### I/O pins on the die edge, run 1

The bar under the picture is 10 um long. Pins as bars across the die edge, other pins in grey.
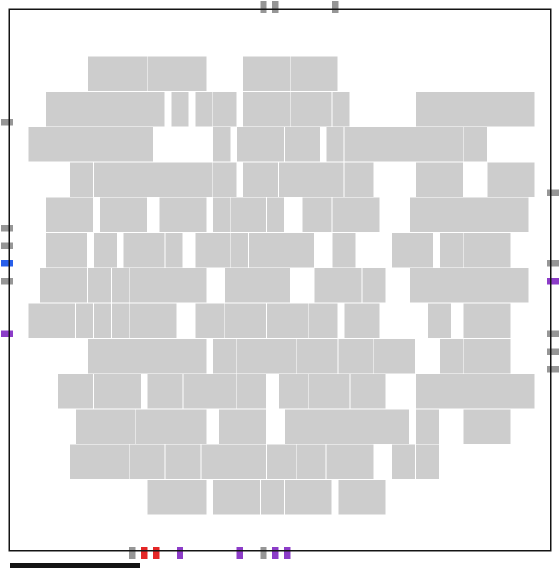
### Cell density map, run 1

The die is cut into 8 by 8 equal tiles; white is low, dark blue is high, 0 to 100% covered.
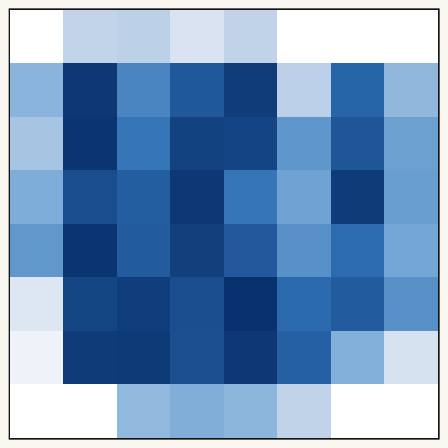
### Layout detail, run 1

Region (21, 21) to (41, 41) um. Cells in grey, sequential cells in the stronger grey; small squares are vias.
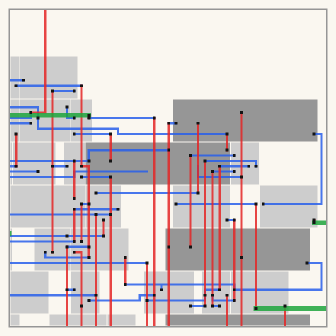
### Drive-strength map, run 1

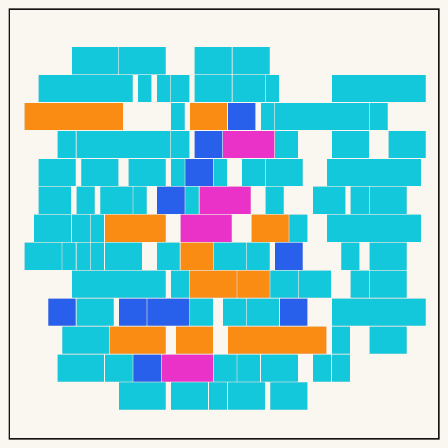
==> config.mk <==
export PLATFORM = sky130hd
export DESIGN_NAME = updown_counter_ctrl
export DESIGN_NICKNAME = d
export VERILOG_FILES = /design/src/rtl/updown_counter_ctrl.sv
export SDC_FILE = /design/constraint.sdc
export NUM_CORES = 1
export LEC_CHECK = 0
export CAP_MARGIN = 25
export CORE_UTILIZATION = 41
export CTS_BUF_LIST = sky130_fd_sc_hd__clkbuf_8
export DETAILED_ROUTE_END_ITERATION = 10
export PLACE_DENSITY = 0.77
export SLEW_MARGIN = 5
export SYNTH_ARGS = -nofsm -noshare
export SYNTH_HDL_FRONTEND = slang
export SYNTH_SLANG_ARGS = --single-unit
==> constraint.sdc <==
create_clock -name clock -period 1.7 [get_ports clock]
set_input_delay 0.255 -clock clock [delete_from_list [all_inputs] [get_ports clock]]
set_output_delay 0.255 -clock clock [all_outputs]
set_load 0.01 [all_outputs]
==> src/rtl/updown_counter_ctrl.sv <==
// Up/down counter with clock prescaler, run enable, parallel load, wrap/saturate mode and
// debug overrides. Optional count snapshot port is built when COUNT_SNAPSHOT_EN is defined.
module updown_counter_ctrl #(
  parameter int unsigned WIDTH = 6,
  parameter int unsigned DIV   = 7,
  parameter int unsigned SAT   = 0
) (
  input  logic             clock,
  input  logic             rst_n,
  input  logic             en,
  input  logic             dir,
  input  logic [1:0]       vrst,
  input  logic [1:0]       vdir,
  input  logic             load,
  input  logic [WIDTH-1:0] load_val,
`ifdef COUNT_SNAPSHOT_EN
  input  logic             snap,
  output logic [WIDTH-1:0] snap_val,
`endif
  output logic [WIDTH-1:0] count,
  output logic             tick,
  output logic             wrap
);

  localparam int unsigned     PreW     = (DIV > 1) ? $clog2(DIV) : 1;
  localparam logic [PreW-1:0] PreMax   = PreW'(DIV - 1);
  localparam logic [PreW-1:0] PreOne   = PreW'(1);
  localparam logic [WIDTH-1:0] CntMax  = {WIDTH{1'b1}};
  localparam logic [WIDTH-1:0] CntOne  = WIDTH'(1);
  localparam bit              Saturate = (SAT != 0);

  logic [PreW-1:0]  r_pre;
  logic [PreW-1:0]  w_pre_d;
  logic [WIDTH-1:0] r_count;
  logic [WIDTH-1:0] w_count_d;
  logic             r_wrap;
  logic             w_wrap_d;

  logic w_up;
  logic w_soft_clr;
  logic w_tick;
  logic w_at_limit;

  assign w_up       = dir | (vdir == 2'b11);
  assign w_soft_clr = (vrst == 2'b11);
  assign w_tick     = en && (r_pre == PreMax);
  // Limit in the direction of travel: the step that would leave the range.
  assign w_at_limit = w_up ? (r_count == CntMax) : (r_count == '0);

  always_comb begin
    w_pre_d   = r_pre;
    w_count_d = r_count;
    w_wrap_d  = 1'b0;
    if (w_soft_clr) begin
      w_pre_d   = '0;
      w_count_d = '0;
    end else if (load) begin
      w_pre_d   = '0;
      w_count_d = load_val;
    end else if (w_tick) begin
      w_pre_d  = '0;
      w_wrap_d = w_at_limit;
      if (!(Saturate && w_at_limit)) begin
        w_count_d = w_up ? (r_count + CntOne) : (r_count - CntOne);
      end
    end else if (en) begin
      w_pre_d = r_pre + PreOne;
    end
  end

  always_ff @(posedge clock or negedge rst_n) begin
    if (!rst_n) begin
      r_pre   <= '0;
      r_count <= '0;
      r_wrap  <= 1'b0;
    end else begin
      r_pre   <= w_pre_d;
      r_count <= w_count_d;
      r_wrap  <= w_wrap_d;
    end
  end

  assign count = r_count;
  assign tick  = w_tick;
  assign wrap  = r_wrap;

`ifdef COUNT_SNAPSHOT_EN
  logic             r_snap_s1;
  logic             r_snap_s2;
  logic [WIDTH-1:0] r_snap_val;
  logic             w_snap_rise;

  assign w_snap_rise = r_snap_s1 & ~r_snap_s2;

  always_ff @(posedge clock or negedge rst_n) begin
    if (!rst_n) begin
      r_snap_s1  <= 1'b0;
      r_snap_s2  <= 1'b0;
      r_snap_val <= '0;
    end else begin
      r_snap_s1 <= snap;
      r_snap_s2 <= r_snap_s1;
      if (w_soft_clr) begin
        r_snap_val <= '0;
      end else if (w_snap_rise) begin
        r_snap_val <= r_count;
      end
    end
  end

  assign snap_val = r_snap_val;
`endif

endmodule

==> impl_metrics.py, run 1 <==
# Physical implementation metrics
metrics = {
    "flow_run": {
        "log.warning_count": 28,
    },
    "status": {
        "status": "finished, final reports clean",
    },
    "drt": {
        "drt_iter0_markers": 8,
        "antenna_left": 0,
        "routed.top_layer": "met4",
        "via_per_inst": 5.46,
        "wl_per_cell_um": 14.0,
        "drtPass1Iterations": 4,
        "vias": 650,
    },
    "logic_synthesis": {
        "ys_warn_count": 0,
        "synth.distinct_cells": 29,
        "synthTopCellsByArea": "dfrtp_1 39%, xnor2_1 6.8%, a21oi_1 6.2%, ha_1 5.8%, mux2i_1 4.7%",
        "logic_family": "simple AND/OR/NAND/NOR gates",
        "top_cell": "dfrtp_1",
        "yosys.area.top_type": "dfrtp_1",
        "mux_share": 0.0466,
        "ys.flops": 10,
        "ys_async_sr_fraction": 1.00,
        "ys_sh_simple": 0.227,
        "synth-seq-area-share": 0.388,
        "ys_sh_adder": 0.0583,
        "top_cells_by_count": "10 x dfrtp_1, 8 x a21oi_1, 7 x nor2_1",
    },
    "cells_and_area": {
        "layout_top_cell": "clkdlybuf4s50_1",
        "nets": 123,
        "n_all_inverters": 4,
        "comb.multi_input.count": 55,
        "sh_seq_area": 0.247,
        "clk_share": 0.0537,
        "nClkBuffers": 4,
        "largestClassByArea": "combinational gates",
        "buf_share": 0.287,
        "final-seq-area_sq_um": 253,
        "drive_above_1_share": 0.231,
        "num_antenna_cells": 0,
    },
    "worst_setup_path": {
        "worstPathMaxFanout": 5,
        "crit_buf_inv": 0,
        "r2r_slack_ns": 0.06,
        "setup.worst_path.start": "count[1]",
        "path_cells": "xnor2_2 > ha_2 > nor4_2 > nand2b_1 > a21oi_2 > xnor2_1 > a21oi_1",
        "reg2reg_depth": 7,
        "crit_slowest_cell": "dfrtp_2",
        "end_kind": "register",
        "critPathTopFamily": "flip-flops",
        "r2r_start": "count[1]",
        "cp-endpoint": "count[4]",
    },
    "timing": {
        "final_max_slew_viol_count": 0,
        "setup_viol": 0,
        "worstMarginPinSlew_ns": 0.468,
        "rsz0062_at_grt": "true",
        "period_minus_slack_ns": 1.64,
        "slew-limit-headroom": 0.687,
    },
    "floorplanning": {
        "die-area_sq_um": 1730,
        "io_pins": 23,
    },
    "global_route": {
        "top_usage_layer": "met2",
        "grt_max_degree": 11,
        "grt_remaining_overflow": 0,
        "antenna_found_initial": 0,
        "grt_pass1_vias": 662,
    },
    "place": {
        "dpl.hpwl_um": 1230,
        "dpl_cell_area_sq_um": 928,
        "preCtsSetupSlack_ns": -0.342,
        "routabilityCongestion": 0.794,
    },
    "pwr": {
        "p_total_mw": 0.763,
        "p_int_mw": 0.563,
        "leakagePower_nw": 0.466,
        "switching_share": 0.262,
        "seq_power_share": 0.363,
        "clkPwrFrac": 0.402,
        "ir_drop_mv": 0.422,
        "p_sw_mw": 0.200,
        "powerClk_mw": 0.306,
        "p_comb_frac": 0.235,
    },
    "clocking": {
        "htree_levels": 1,
        "ctsLongestPathBuffers": 2,
        "numCtsBuffers": 3,
        "cts.sink_count": 10,
        "cts_tree": "built",
        "path_clk_slew_ns": 0.06,
    },
    "hold_path": {
        "min-delay-path-class": "input port to async pin",
    },
}
## Picture notes: 'I/O pins on the die edge'
Key: blue = `tick` [pins 1, direction output, edge left]; red = `vdir` [pins 2, direction input, edge bottom]; purple = `count` [pins 6, direction output, edge 4 bottom, 1 left, 1 right]
All pins by edge: 8 bottom, 6 left, 6 right, 3 top.
port bufs: 22
Die Height: 41.6 um
Die X-Extent: 41.6 um

## Picture notes: 'Cell density map'
44% of the tiles are over 75% full. The fullest tile reaches 99%. 13% of the tiles are nearly empty. The densest ninth of the die: middle. The mean over all tiles is 58%.
core area: 1380 sq um
final cell utilization of the core: 0.741
Init Core Util: 0.466

## Picture notes: 'Layout detail'
Key: red = M2; blue = M1; green = M3
Sequential cells in the window: 3. 19 logic cells have their middle in the window. Most frequent: clkdlybuf4s50_1 (4), dfrtp_1 (3).

## Picture notes: 'Drive-strength map'
Key: orange = x2 [cells 10, share 9.6%]; blue = x3 and x4 [cells 10, share 9.6%]; cyan = x1 and smaller [cells 80, share 77%]; magenta = x6 and larger [cells 4, share 3.8%]
Buffers excl. clock: 31
post-route cell area: 1020 sq um
setup slack after layout: 0.0591 ns
area grow syn2layout: 59.0%

run 1: metrics by stage:
step           instances  hold slack [ns]
5_1_grt              119            0.376
6_report             119            0.336
3_3_place_gp         114            0.548
4_1_cts              118            0.357
3_5_place_dp         114            0.574
2_1_floorplan         71          -0.0406
run 1: kinds of logic after synthesis:
| family | Yosys count |
|---|---|
| AOI/OAI and AO/OA | 18 |
| muxes | 3 |
| xor gates and xnor gates | 6 |
| adders and majority gates | 3 |
| and+or+nand+nor | 25 |
| DFF | 10 |
| buffers and inverters | 6 |
run 1: state kept, by name, indices dropped and copies added, names as in the netlist:
name	flops
wrap	1
count	6
r_pre	3
run 1: timing repair:
item                       4_1_cts  5_1_grt
gates resized                    5        6
setup endpoints to repair        3        4
setup buffers                    0        1
hold buffers                     0        0
pin swaps                        3        6
==> inputs of run 2 (changes only) <==
- SKIP_CTS_REPAIR_TIMING: not set -> 1
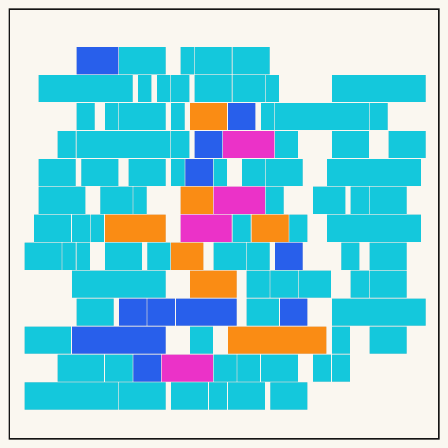
*Drive-strength map, run 2*
Key: magenta = x6 and larger [cells 4, share 3.9%]; cyan = x1 and smaller [cells 81, share 79%]; orange = x2 [cells 7, share 6.8%]; blue = x3 and x4 [cells 11, share 11%]
post-route cell area: 1040 sq um
setup slack after layout: 0.0876 ns
Buffers excl. clock: 30
area grow syn2layout: 60.8%

==> impl_metrics.py, run 2 <==
# Physical implementation metrics
metrics = {
    "drt": {
        "antenna_left": 0,
        "drt_iter0_markers": 5,
        "wl_per_cell_um": 15.1,
        "routed.top_layer": "met4",
        "drtPass1Iterations": 4,
        "vias": 642,
        "via_per_inst": 5.44,
    },
    "pwr": {
        "ir_drop_mv": 0.549,
        "switching_share": 0.266,
        "leakagePower_nw": 0.480,
        "clkPwrFrac": 0.396,
        "p_sw_mw": 0.205,
        "powerClk_mw": 0.306,
        "seq_power_share": 0.362,
        "p_int_mw": 0.566,
        "p_total_mw": 0.771,
        "p_comb_frac": 0.242,
        "power_density_nw_per_um2": 744,
    },
    "logic_synthesis": {
        "ys_async_sr_fraction": 1.00,
        "syn_inst": 71,
        "top_cells_by_count": "10 x dfrtp_1, 8 x a21oi_1, 7 x nor2_1",
        "synth-main-ff-cell": "dfrtp_1",
        "netlist_area_sq_um": 644,
        "synth.distinct_cells": 29,
        "ys.flops": 10,
        "top_cell": "dfrtp_1",
        "synthTopCellsByArea": "dfrtp_1 39%, xnor2_1 6.8%, a21oi_1 6.2%, ha_1 5.8%, mux2i_1 4.7%",
        "yosys.area.top_type": "dfrtp_1",
        "synth-seq-area-share": 0.388,
        "ys_warn_count": 0,
    },
    "floorplanning": {
        "io_pins": 23,
        "die_h_um": 41.6,
        "die_w_um": 41.6,
        "core_sq_um": 1380,
        "die-area_sq_um": 1730,
        "fp-utilization": 0.466,
    },
    "worst_setup_path": {
        "path_cells": "clkdlybuf4s50_1",
        "end_kind": "output pin",
        "r2r_start": "count[2]",
        "reg2reg_depth": 5,
        "crit_buf_inv": 1,
        "setup.worst_path.start": "count[0]",
        "worstPathMaxFanout": 7,
        "crit_slowest_cell": "clkdlybuf4s50_1",
        "critPathTopFamily": "buffers and inverters",
        "r2r_slack_ns": 0.12,
    },
    "place": {
        "routabilityCongestion": 0.794,
        "dp.cells": 114,
        "dpl.hpwl_um": 1230,
        "dpl_cell_area_sq_um": 928,
        "preCtsSetupSlack_ns": -0.342,
        "io_buffers": 22,
    },
    "timing": {
        "slew-limit-headroom": 0.672,
        "fin_skew_ns": 0.00187,
        "final_max_slew_viol_count": 0,
        "rsz0062_at_grt": "false",
        "whs_ns": 0.348,
        "worstMarginPinSlew_ns": 0.490,
        "finalHoldViolCount": 0,
        "period_minus_slack_ns": 1.61,
        "setup_viol": 0,
    },
    "global_route": {
        "top_usage_layer": "met2",
        "grt_pass1_vias": 655,
        "grt_max_degree": 11,
        "grt_remaining_overflow": 0,
        "antenna_found_initial": 0,
        "gr-usage-met3": 0.0435,
    },
    "flow_run": {
        "log.warning_count": 27,
    },
    "clocking": {
        "htree_levels": 1,
        "cts_tree": "built",
        "numCtsBuffers": 3,
        "path_clk_slew_ns": 0.05,
        "cts.sink_count": 10,
        "ctsLongestPathBuffers": 2,
    },
    "cells_and_area": {
        "final_util": 0.749,
        "drive_above_1_share": 0.214,
        "num_antenna_cells": 0,
        "stdcell_count": 118,
        "nets": 122,
        "largest_reg_flops": 6,
        "layout_top_cell": "clkdlybuf4s50_1",
    },
    "hold_path": {
        "min-delay-path-class": "input port to async pin",
    },
    "status": {
        "status": "finished, final reports clean",
    },
}
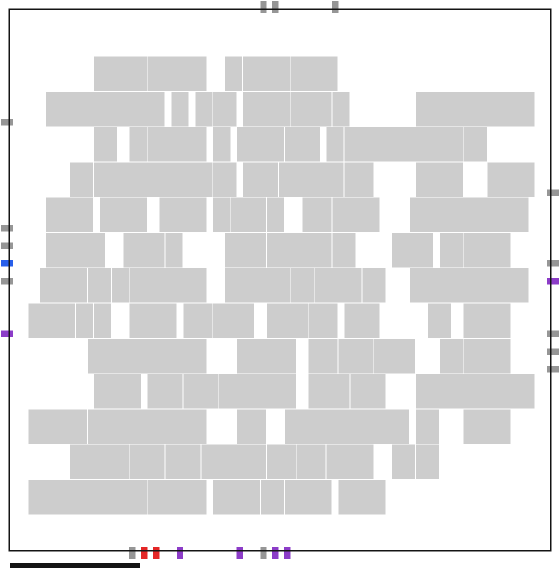
*I/O pins on the die edge, run 2*
The bar under the picture is 10 um long. Pins as bars across the die edge, other pins in grey.

run 2: how the worst max path moves through the flow:
stage          endpoint  slack (ns)  cells after the start
6_report       count[0]        0.09                      1
5_1_grt        count[5]       0.006                      5
4_1_cts            tick       -0.14                      5
3_5_place_dp   count[4]       -0.34                      9
3_3_place_gp   count[4]       -0.25                      9
2_1_floorplan  count[2]        0.05                      7
run 2: layout make-up:
cell class,instances,area [sq um]
Fill cell,92,347
Multi-Input combinational cell,55,405
Tap cell,15,18.8
Timing Repair Buffer,30,290
Inverter,4,15.0
Clock buffer,4,55.1
Sequential cell,10,251
run 2: kinds of logic after synthesis:
family,share of synthesized area
AOI/OAI and AO/OA,0.151
xor gates and xnor gates,0.0816
adders and majority gates,0.0583
buffers and inverters,0.0466
DFF,0.388
muxes,0.0466
and+or+nand+nor,0.227
Power figures rest on the tool's default switching activity, not on a simulated workload.
